$ cat src/rtl/snn_pkg.sv
// Shared spiking-network definitions: LFSR constants, encoder state enum and lane seed/step helpers.
package snn_pkg;

    localparam int unsigned LFSR_WIDTH = 16;
    localparam logic [LFSR_WIDTH-1:0] LFSR_TAPS = 16'hB400;

    typedef enum logic {
        ENC_IDLE = 1'b0,
        ENC_RUN  = 1'b1
    } enc_state_t;

    // Lane seed; callers must pick a base so the result is nonzero.
    function automatic logic [LFSR_WIDTH-1:0] seed_for_lane(input logic [LFSR_WIDTH-1:0] base,
                                                            input int unsigned        lane);
        return base ^ LFSR_WIDTH'(lane + 1);
    endfunction

    // Right-shifting Galois step.
    function automatic logic [LFSR_WIDTH-1:0] lfsr_next(input logic [LFSR_WIDTH-1:0] s);
        return s[0] ? ((s >> 1) ^ LFSR_TAPS) : (s >> 1);
    endfunction

endpackage

$ cat src/rtl/spike_lfsr.sv
// Single-lane 16-bit Galois LFSR; value is the low OUT_W bits used as the random comparand.
module spike_lfsr
    import snn_pkg::*;
#(
    parameter int unsigned            OUT_W      = 8,
    parameter logic [LFSR_WIDTH-1:0]  RESET_SEED = 16'h0001
) (
    input  logic                  clk,
    input  logic                  rst,
    input  logic                  load,
    input  logic [LFSR_WIDTH-1:0] seed,
    input  logic                  advance,
    output logic [OUT_W-1:0]      value
);

    logic [LFSR_WIDTH-1:0] state;

    always_ff @(posedge clk or negedge rst) begin
        if (!rst) begin
            state <= RESET_SEED;
        end else if (load) begin
            state <= seed;
        end else if (advance) begin
            state <= lfsr_next(state);
        end
    end

    assign value = state[OUT_W-1:0];

endmodule

$ cat src/rtl/spike_rate_encoder.sv
// Rate encoder: turns a frame of pixel intensities into NUM_STEPS Bernoulli spike timesteps.
// Define SPIKE_RATE_ENCODER_RESEED_EN to reload every lane LFSR on each frame acceptance.
module spike_rate_encoder
    import snn_pkg::*;
#(
    parameter int unsigned           NUM_INPUTS  = 4,
    parameter int unsigned           PIXEL_WIDTH = 8,
    parameter int unsigned           NUM_STEPS   = 16,
    parameter logic [LFSR_WIDTH-1:0] LFSR_SEED   = 16'hACE1
) (
    input  logic                              clk,
    input  logic                              rst,
    input  logic                              in_valid,
    output logic                              in_ready,
    input  logic [NUM_INPUTS*PIXEL_WIDTH-1:0] in_data,
    input  logic                              step_en,
    output logic [NUM_INPUTS-1:0]             spike_out,
    output logic                              spike_valid,
    output logic                              frame_done,
    output logic                              busy
);

    localparam int unsigned CNT_W = (NUM_STEPS > 1) ? $clog2(NUM_STEPS) : 1;
    localparam logic [CNT_W-1:0]       LAST_STEP = CNT_W'(NUM_STEPS - 1);
    localparam logic [PIXEL_WIDTH-1:0] PIX_MAX   = '1;

    enc_state_t                 state;
    logic [CNT_W-1:0]           step_cnt;
    logic [PIXEL_WIDTH-1:0]     intensity [NUM_INPUTS];
    logic [PIXEL_WIDTH-1:0]     rnd       [NUM_INPUTS];
    logic [NUM_INPUTS-1:0]      spike_c;
    logic                       accept_c;
    logic                       advance_c;
    logic                       reseed_c;

    assign accept_c  = (state == ENC_IDLE) && in_valid && in_ready;
    assign advance_c = (state == ENC_RUN) && step_en;

`ifdef SPIKE_RATE_ENCODER_RESEED_EN
    assign reseed_c = accept_c;
`else
    assign reseed_c = 1'b0;
`endif

    // Per-lane generator and spike decision; all-ones intensity always fires.
    for (genvar i = 0; i < NUM_INPUTS; i++) begin : g_lane
        localparam logic [LFSR_WIDTH-1:0] LANE_SEED = seed_for_lane(LFSR_SEED, 32'(i));

        spike_lfsr #(
            .OUT_W      (PIXEL_WIDTH),
            .RESET_SEED (LANE_SEED)
        ) u_lfsr (
            .clk     (clk),
            .rst     (rst),
            .load    (reseed_c),
            .seed    (LANE_SEED),
            .advance (advance_c),
            .value   (rnd[i])
        );

        assign spike_c[i] = (rnd[i] < intensity[i]) || (intensity[i] == PIX_MAX);
    end

    always_ff @(posedge clk or negedge rst) begin
        if (!rst) begin
            state       <= ENC_IDLE;
            in_ready    <= 1'b0;
            spike_out   <= '0;
            spike_valid <= 1'b0;
            frame_done  <= 1'b0;
            busy        <= 1'b0;
            step_cnt    <= '0;
            for (int l = 0; l < NUM_INPUTS; l++) begin
                intensity[l] <= '0;
            end
        end else begin
            spike_out   <= '0;
            spike_valid <= 1'b0;
            frame_done  <= 1'b0;
            case (state)
                ENC_IDLE: begin
                    if (accept_c) begin
                        for (int l = 0; l < NUM_INPUTS; l++) begin
                            intensity[l] <= in_data[l*PIXEL_WIDTH +: PIXEL_WIDTH];
                        end
                        step_cnt <= '0;
                        in_ready <= 1'b0;
                        busy     <= 1'b1;
                        state    <= ENC_RUN;
                    end else begin
                        in_ready <= 1'b1;
                    end
                end
                ENC_RUN: begin
                    if (step_en) begin
                        spike_out   <= spike_c;
                        spike_valid <= 1'b1;
                        if (step_cnt == LAST_STEP) begin
                            // Release the handshake on the last step so the next frame has no bubble.
                            frame_done <= 1'b1;
                            step_cnt   <= '0;
                            busy       <= 1'b0;
                            in_ready   <= 1'b1;
                            state      <= ENC_IDLE;
                        end else begin
                            step_cnt <= step_cnt + CNT_W'(1);
                        end
                    end
                end
                default: state <= ENC_IDLE;
            endcase
        end
    end

endmodule

$ cat config.mk
export PLATFORM = sky130hd
export DESIGN_NAME = spike_rate_encoder
export DESIGN_NICKNAME = d
export VERILOG_FILES = /design/src/rtl/snn_pkg.sv /design/src/rtl/spike_lfsr.sv /design/src/rtl/spike_rate_encoder.sv
export SDC_FILE = /design/constraint.sdc
export NUM_CORES = 1
export LEC_CHECK = 0
export CAP_MARGIN = 10
export CELL_PAD_IN_SITES_DETAIL_PLACEMENT = 0
export CELL_PAD_IN_SITES_GLOBAL_PLACEMENT = 2
export CORE_MARGIN = 5
export CORE_UTILIZATION = 42
export CTS_CLUSTER_SIZE = 28
export DETAILED_ROUTE_END_ITERATION = 10
export MAX_ROUTING_LAYER = met4
export PLACE_DENSITY = 0.82
export SYNTH_ARGS = -nofsm -noshare
export SYNTH_HDL_FRONTEND = slang
export SYNTH_HIERARCHICAL = 1
export SYNTH_SLANG_ARGS = --single-unit
$ cat constraint.sdc
create_clock -name clk -period 4.1 [get_ports clk]
set_input_delay 1.23 -clock clk [delete_from_list [all_inputs] [get_ports clk]]
set_output_delay 1.23 -clock clk [all_outputs]
set_load 0.03 [all_outputs]
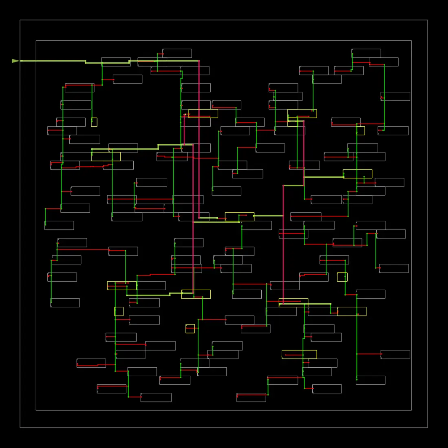
Run 1: the clock network
clk pwr: 0.000885 W
Setup Skew: 0.006318 ns

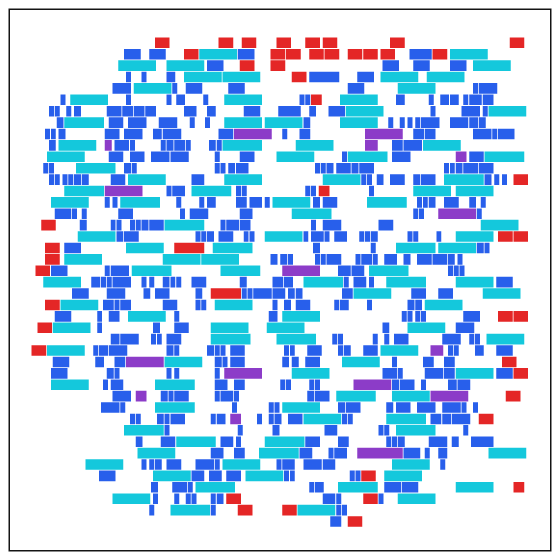
Run 1: placement by cell class
- combinational and other logic: blue (cells 462; share of their area 46%)
- other buffers and delay cells: red (cells 47; share of their area 7.4%)
- clock drivers and dummy loads: purple (cells 16; share of their area 4.6%)
- flops: cyan (cells 109; share of their area 42%)
num rows: 43
Seq area share: 0.4085

==> reports/summary.txt, run 1 <==
grt total ovfl: 0
Critical Path Stages: 1
Critical Path End: in_ready
share of layout cells above drive strength 1: 0.1451
internal power: 0.002546 W
status: finished, final reports clean
most instantiated cells after synthesis: dfrtp_1 (76), nand2_1 (71), mux2i_1 (53)
tool warnings: 26
largest registers: g_lane.u_lfsr/state x64, intensity x32
nets: 694
die extent in y: 128.9 um
met3 Use GR: 0.03362
I/O pin count: 44
CP arrival: 1.47 ns
Hold Slack: 0.4884 ns
crit path capture type: output pin
fmax: 370.0 MHz
Hold Path End: step_cnt[3]
sequential share of power: 0.445
synthesis area per yosys: 5934 um^2
Sw Ratio: 0.3311
fp util: 0.4275
cell area after synthesis: 5934 um^2
antenna violations before repair: 0
Slew @ Worst Pin: 0.6503 ns
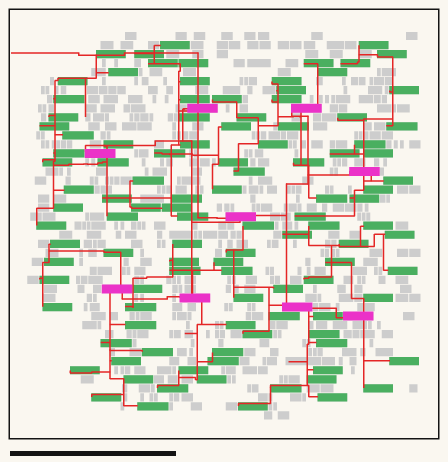
Run 1: clock network drawn from the DEF
Scale bar: 50 um.
- clock drivers: magenta (count 9)
- clock wires: red (length 1490 um)
- flip-flops: green (count 109)
- flops lie: widely spread
Clk pwr share: 0.233
Clk Latency, worst-skew pair: 0.35 ns

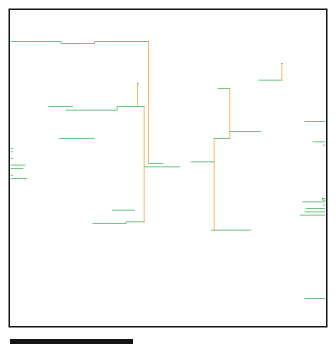
Run 1: wiring by layer
Scale bar: 50 um. Two of the layers only.
- metal 4: orange (wire length 171 um)
- metal 3: green (wire length 304 um)

==> run 1: stage by stage <==
step | total power (W) | cells | cell area [um^2]
finish | 0.003806 | 814 | 6779
global route | 0.004124 | 814 | 6779
CTS | 0.003883 | 814 | 6779
detailed placement | 0.002960 | 798 | 6479
global placement | 0.002916 | 798 | 6479
floorplan | 0.002711 | 632 | 6257
==> run 1: logic make-up (layout without fill, tap and decap cells) <==
group           Yosys count  count (layout)  synth area share
compound gates           95              95           0.09867
flops                   109             109            0.4666
simple gates            118             118           0.09741
fa+ha+maj                29              29           0.06114
other cells               2              88          0.001265
buf+inv                  95              97            0.1037
mux                      85              85            0.1520
xor+xnor                 13              13           0.01919
==> run 1: cells in the final DEF, fill, tap and decap left out <==
master           count
a211oi_1            12
a21o_1               1
a21oi_1              2
and2_1               1
buf_12               2
buf_4                3
bufinv_16            1
clkbuf_16            9
clkdlybuf4s50_1     42
clkinv_2             2
clkinv_4             1
clkinvlp_4           3
conb_1              88
dfrtp_1             76
dfstp_2             33
ha_1                29
inv_1               33
inv_6                1
mux2_2              29
mux2_4               3
mux2i_1             53
nand2_1             71
nand2b_1             4
nand3_1              3
nand3b_4             1
nand4_1             13
nor2_1               9
o211ai_1            12
o211ai_2             4
o21a_1               1
o21ai_0             19
o21ai_1             40
o41ai_1              4
or3_1                4
or3b_1              12
xnor2_1             13
==> run 1: cell type report <==
cell class | instances | area (um^2) | share of cell area
Inverter | 34 | 128.9 | 0.01901
Sequential cell | 109 | 2769 | 0.4085
Timing Repair Buffer | 47 | 483.0 | 0.07124
Clock inverter | 7 | 75.07 | 0.01107
Multi-Input combinational cell | 428 | 2873 | 0.4238
Clock buffer | 9 | 225.2 | 0.03322
Tap cell | 180 | 225.2 | 0.03322
Run 1, supply network:
Scale bar: 50 um. Pins as bars on the die edge. Tap cells in grey.
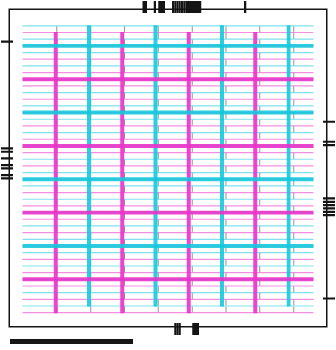

==> inputs of run 2 (changes only) <==
--- a/config.mk
+++ b/config.mk
@@ -9,11 +9,11 @@
 export CELL_PAD_IN_SITES_DETAIL_PLACEMENT = 0
 export CELL_PAD_IN_SITES_GLOBAL_PLACEMENT = 2
 export CORE_MARGIN = 5
-export CORE_UTILIZATION = 42
+export CORE_UTILIZATION = 39
 export CTS_CLUSTER_SIZE = 28
 export DETAILED_ROUTE_END_ITERATION = 10
 export MAX_ROUTING_LAYER = met4
-export PLACE_DENSITY = 0.82
+export PLACE_DENSITY = 0.77
 export SYNTH_ARGS = -nofsm -noshare
 export SYNTH_HDL_FRONTEND = slang
 export SYNTH_HIERARCHICAL = 1
==> constraint.sdc (replaced) <==
create_clock -name clk -period 2.55 [get_ports clk]
set_input_delay 0.765 -clock clk [delete_from_list [all_inputs] [get_ports clk]]
set_output_delay 0.765 -clock clk [all_outputs]
set_load 0.03 [all_outputs]
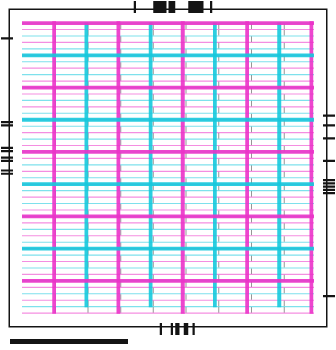
Run 2: supply network
Scale bar: 50 um. Pins as bars on the die edge. Tap cells in grey.
- VDD: cyan
- VSS: magenta
- tap cells: 188
- rows: 45
- met5 straps: 9
- signal pins: 44

==> run 2 against run 1 <==
Combinational power up 63%. Clock power up 62%. Worst setup slack worse by 1.1 ns. Total power up 62%. Sequential cell count unchanged. Clock skew about the same. First-iteration DRC count down 17%. Clock-buffer cell count up 1. Largest power group unchanged. Highest routed layer unchanged.
==> reports/summary.txt, run 2 <==
status: finished, final reports clean
Setup Skew: 0.006656 ns (+0.0003379 ns)
grt total ovfl: 0 (unchanged)
fp util: 0.3933 (-0.03424)
met3 Use GR: 0.04267 (+0.009050)
Slew @ Worst Pin: 0.5976 ns (-0.05273 ns)
cell area after synthesis: 5934 um^2 (unchanged)
tool warnings: 28 (+7.7%)
nets: 696 (+0.29%)
num rows: 45 (+4.7%)
die extent in y: 133.4 um (+3.5%)
largest registers: g_lane.u_lfsr/state x64, intensity x32
Clk Latency, worst-skew pair: 0.35 ns (about the same)
Commonest Layout Cell: conb_1
synthesis area per yosys: 5934 um^2 (unchanged)
I/O pin count: 44 (unchanged)
most instantiated cells after synthesis: dfrtp_1 (76), nand2_1 (71), mux2i_1 (53)
non-filler instance count after layout: 824 (+1.2%)
share of layout cells above drive strength 1: 0.1478 (+0.002688)
final instance area: 6829 um^2 (+0.74%)
most numerous logic cells after layout: conb_1 (88), dfrtp_1 (76), nand2_1 (71)
crit path capture type: output pin
Hold Slack: 0.4756 ns (-0.01276 ns)
Placed Area: 6529 um^2 (+0.77%)
[run 2: final cells by class]
cell class / count / area (um^2) / share of cell area
multi-input combinational: 428 / 2873 / 0.4207
sequential: 109 / 2769 / 0.4055
timing repair buffer: 49 / 523.0 / 0.07658
inverter: 34 / 128.9 / 0.01887
tap: 188 / 235.2 / 0.03444
clock inverter: 6 / 61.31 / 0.008978
clock buffer: 10 / 239.0 / 0.03499
[run 2: cell families (layout without fill, tap and decap cells)]
kind of cell / after synthesis / count (layout) / synth area share
xor gates and xnor gates: 13 / 13 / 0.01919
and+or+nand+nor: 118 / 118 / 0.09741
adders and majority gates: 29 / 29 / 0.06114
muxes: 85 / 85 / 0.1520
other: 2 / 88 / 0.001265
AOI/OAI and AO/OA: 95 / 95 / 0.09867
DFF: 109 / 109 / 0.4666
buffers and inverters: 95 / 99 / 0.1037
[run 2: where the power goes]
part | leakage (nW) | switching, W | internal, W | total [W]
sequential | 1.26 | 0.000426 | 0.00231 | 0.00274
combinational | 1.63 | 0.000967 | 0.00104 | 0.00201
clock | 0.149 | 0.000643 | 0.000787 | 0.00143
total | 3.04 | 0.00204 | 0.00414 | 0.00618
[run 2: final timing paths]
kind / start / end / slack (ns) / cells after the start
hold / removal: rst / intensity[28] / 0.48 / 2
hold reg to reg: step_cnt[3] / step_cnt[3] / 0.48 / 1
max in group asynchronous: rst / intensity[21] / 1.63 / 2
min in group clk: step_cnt[3] / step_cnt[3] / 0.48 / 1
setup / recovery: in_ready / in_ready / 0.32 / 1
setup reg to reg: g_lane[3].u_lfsr/state[5] / spike_out[3] / 0.99 / 4
[run 2: worst register-to-register path, cell delays in order (launching register included)]
cell      delay (ns)
dfstp_2         0.55
ha_1            0.24
a211oi_1        0.21
nor2_1          0.08
o41ai_1         0.36
Run 2, wiring by layer:
Scale bar: 50 um. Two of the layers only.
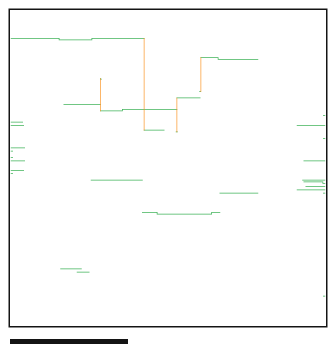

==> inputs of run 3 (changes only) <==
--- a/config.mk
+++ b/config.mk
@@ -9,11 +9,11 @@
 export CELL_PAD_IN_SITES_DETAIL_PLACEMENT = 0
 export CELL_PAD_IN_SITES_GLOBAL_PLACEMENT = 2
 export CORE_MARGIN = 5
-export CORE_UTILIZATION = 39
+export CORE_UTILIZATION = 42
 export CTS_CLUSTER_SIZE = 28
 export DETAILED_ROUTE_END_ITERATION = 10
 export MAX_ROUTING_LAYER = met4
-export PLACE_DENSITY = 0.77
+export PLACE_DENSITY = 0.82
 export SYNTH_ARGS = -nofsm -noshare
 export SYNTH_HDL_FRONTEND = slang
 export SYNTH_HIERARCHICAL = 1
==> constraint.sdc (replaced) <==
create_clock -name clk -period 2.8 [get_ports clk]
set_input_delay 0.84 -clock clk [delete_from_list [all_inputs] [get_ports clk]]
set_output_delay 0.84 -clock clk [all_outputs]
set_load 0.03 [all_outputs]
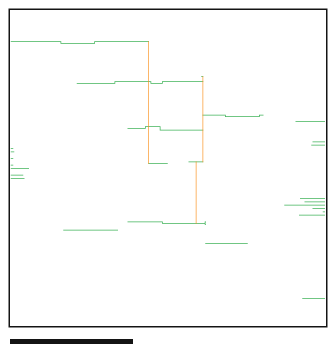
Run 3: wiring by layer
Scale bar: 50 um. Two of the layers only.
Post-Route WL: 10820 um
post-DR wirelength/cell: 13.19 um
GRT Util Overall: 0.1472
via count: 3786

==> run 3 against run 2 <==
Largest power group unchanged. Global-route usage grew 0.73 points. Core utilization grew 4.1 points. Routed wire length shrank 3.5%. Sequential cell count is the same. Largest cell class unchanged. Hold slack lost 0.14 ns. Clock-buffer cell count grew 3. Sequential share of layout area shrank 0.16 points. Non-clock buffer count grew 4. Sequential power shrank 9.9%. Total power shrank 9.1%.
==> reports/summary.txt, run 3 <==
worst reg2reg startpoint: g_lane[3].u_lfsr/state[2]
storage element area: 2769 um^2 (unchanged)
sequential share of power: 0.440 (-0.003)
XOR Share, Synth: 0.01919 (unchanged)
worst reg2reg path depth: 4 (unchanged)
period utilisation layout: 0.8261
Setup Skew: 0.005542 ns (-0.001114 ns)
Synth flops: 109
adder share: 0.06114 (unchanged)
Clk pwr share: 0.228 (-0.004)
register share after synthesis: 0.4666
Slew Limit Fails: 0
Commonest Layout Cell: conb_1
Placed Area: 6561 um^2 (+0.50%)
final instance area: 6857 um^2 (+0.40%)
fp util: 0.4275 (+0.03424)
main logic family after synthesis: multiplexers
largest registers: g_lane.u_lfsr/state x64, intensity x32
async set-or-reset flop fraction in the synthesized netlist: 1.000
Psw: 0.001819 W (-11%)
AO/OA Area Share: 0.09867 (unchanged)
Worst R2R End: spike_out[3]
CTS resizes: 0
Clk Latency, worst-skew pair: 0.35 ns (about the same)
Sw Ratio: 0.3237 (-0.005962)
synthesis area per yosys: 5934 um^2 (unchanged)
Gate Area: 2873 um^2 (unchanged)
Slew @ Worst Pin: 0.5381 ns (-0.05951 ns)
nets: 700 (+0.57%)
cell area after synthesis: 5934 um^2 (unchanged)
grt total ovfl: 0 (unchanged)
Post-synth mux share: 0.1520 (unchanged)
CTS H-Tree Depth: 3
Basic Gates by Area: 0.09741 (unchanged)
crit path capture type: output pin
status: finished, final reports clean
I/O pin count: 44 (unchanged)
num rows: 43 (-4.4%)
R2R setup slack: 1.10 ns (+0.11 ns)
Logic pwr share: 0.332 (+0.007)
Hold Slack: 0.3326 ns (-0.1430 ns)
most instantiated cells after synthesis: dfrtp_1 (76), nand2_1 (71), mux2i_1 (53)
tool warnings: 26 (-7.1%)
==> run 3: cell counts after synthesis <==
Identical to the previous run, type by type.
==> run 3: cell type report <==
| cell class | count | share of cell area |
|---|---|---|
| tap | 180 | 0.03285 |
| multi-input combinational | 428 | 0.4190 |
| timing repair buffer | 53 | 0.08248 |
| sequential | 109 | 0.4038 |
| clock inverter | 3 | 0.006569 |
| inverter | 34 | 0.01880 |
| clock buffer | 13 | 0.03650 |
==> run 3: power groups by stage <==
stage | Sequential (W) | Clock (W) | Combinational, W
3_5_place_dp | 0.00251 | 0 | 0.00188
2_1_floorplan | 0.00246 | 0 | 0.00151
3_3_place_gp | 0.00250 | 0 | 0.00181
6_report | 0.00247 | 0.00128 | 0.00186
4_1_cts | 0.00248 | 0.00133 | 0.00189
5_1_grt | 0.00255 | 0.00139 | 0.00212
==> run 3: worst max-delay path by stage <==
stage / slack (ns) / cells past startpoint / from / to
global placement: 0.33 / 5 / in_valid / step_cnt[3]
CTS: 0.46 / 1 / in_ready / in_ready
global route: 0.42 / 1 / in_ready / in_ready
finish: 0.49 / 1 / in_ready / in_ready
floorplan: 0.99 / 6 / step_en / g_lane[0].u_lfsr/state[0]
detailed placement: 0.27 / 5 / in_valid / step_cnt[3]
==> run 3: metrics by stage <==
step / worst slack (ns) / instances / total power [W]
after floorplan: 0.9893 / 632 / 0.003970
final: 0.4870 / 820 / 0.005620
after global routing: 0.4172 / 820 / 0.006057
after CTS: 0.4557 / 820 / 0.005703
after detailed placement: 0.2700 / 804 / 0.004388
after global placement: 0.3292 / 804 / 0.004313
==> run 3: routing by layer <==
metal	track usage	part of all wire
met1	0.1897	0.48
met5	-	0
met3	0.04732	0.033
met4	0.03335	0.010
met2	0.2277	0.47
Power figures rest on the tool's default switching activity, not on a simulated workload.
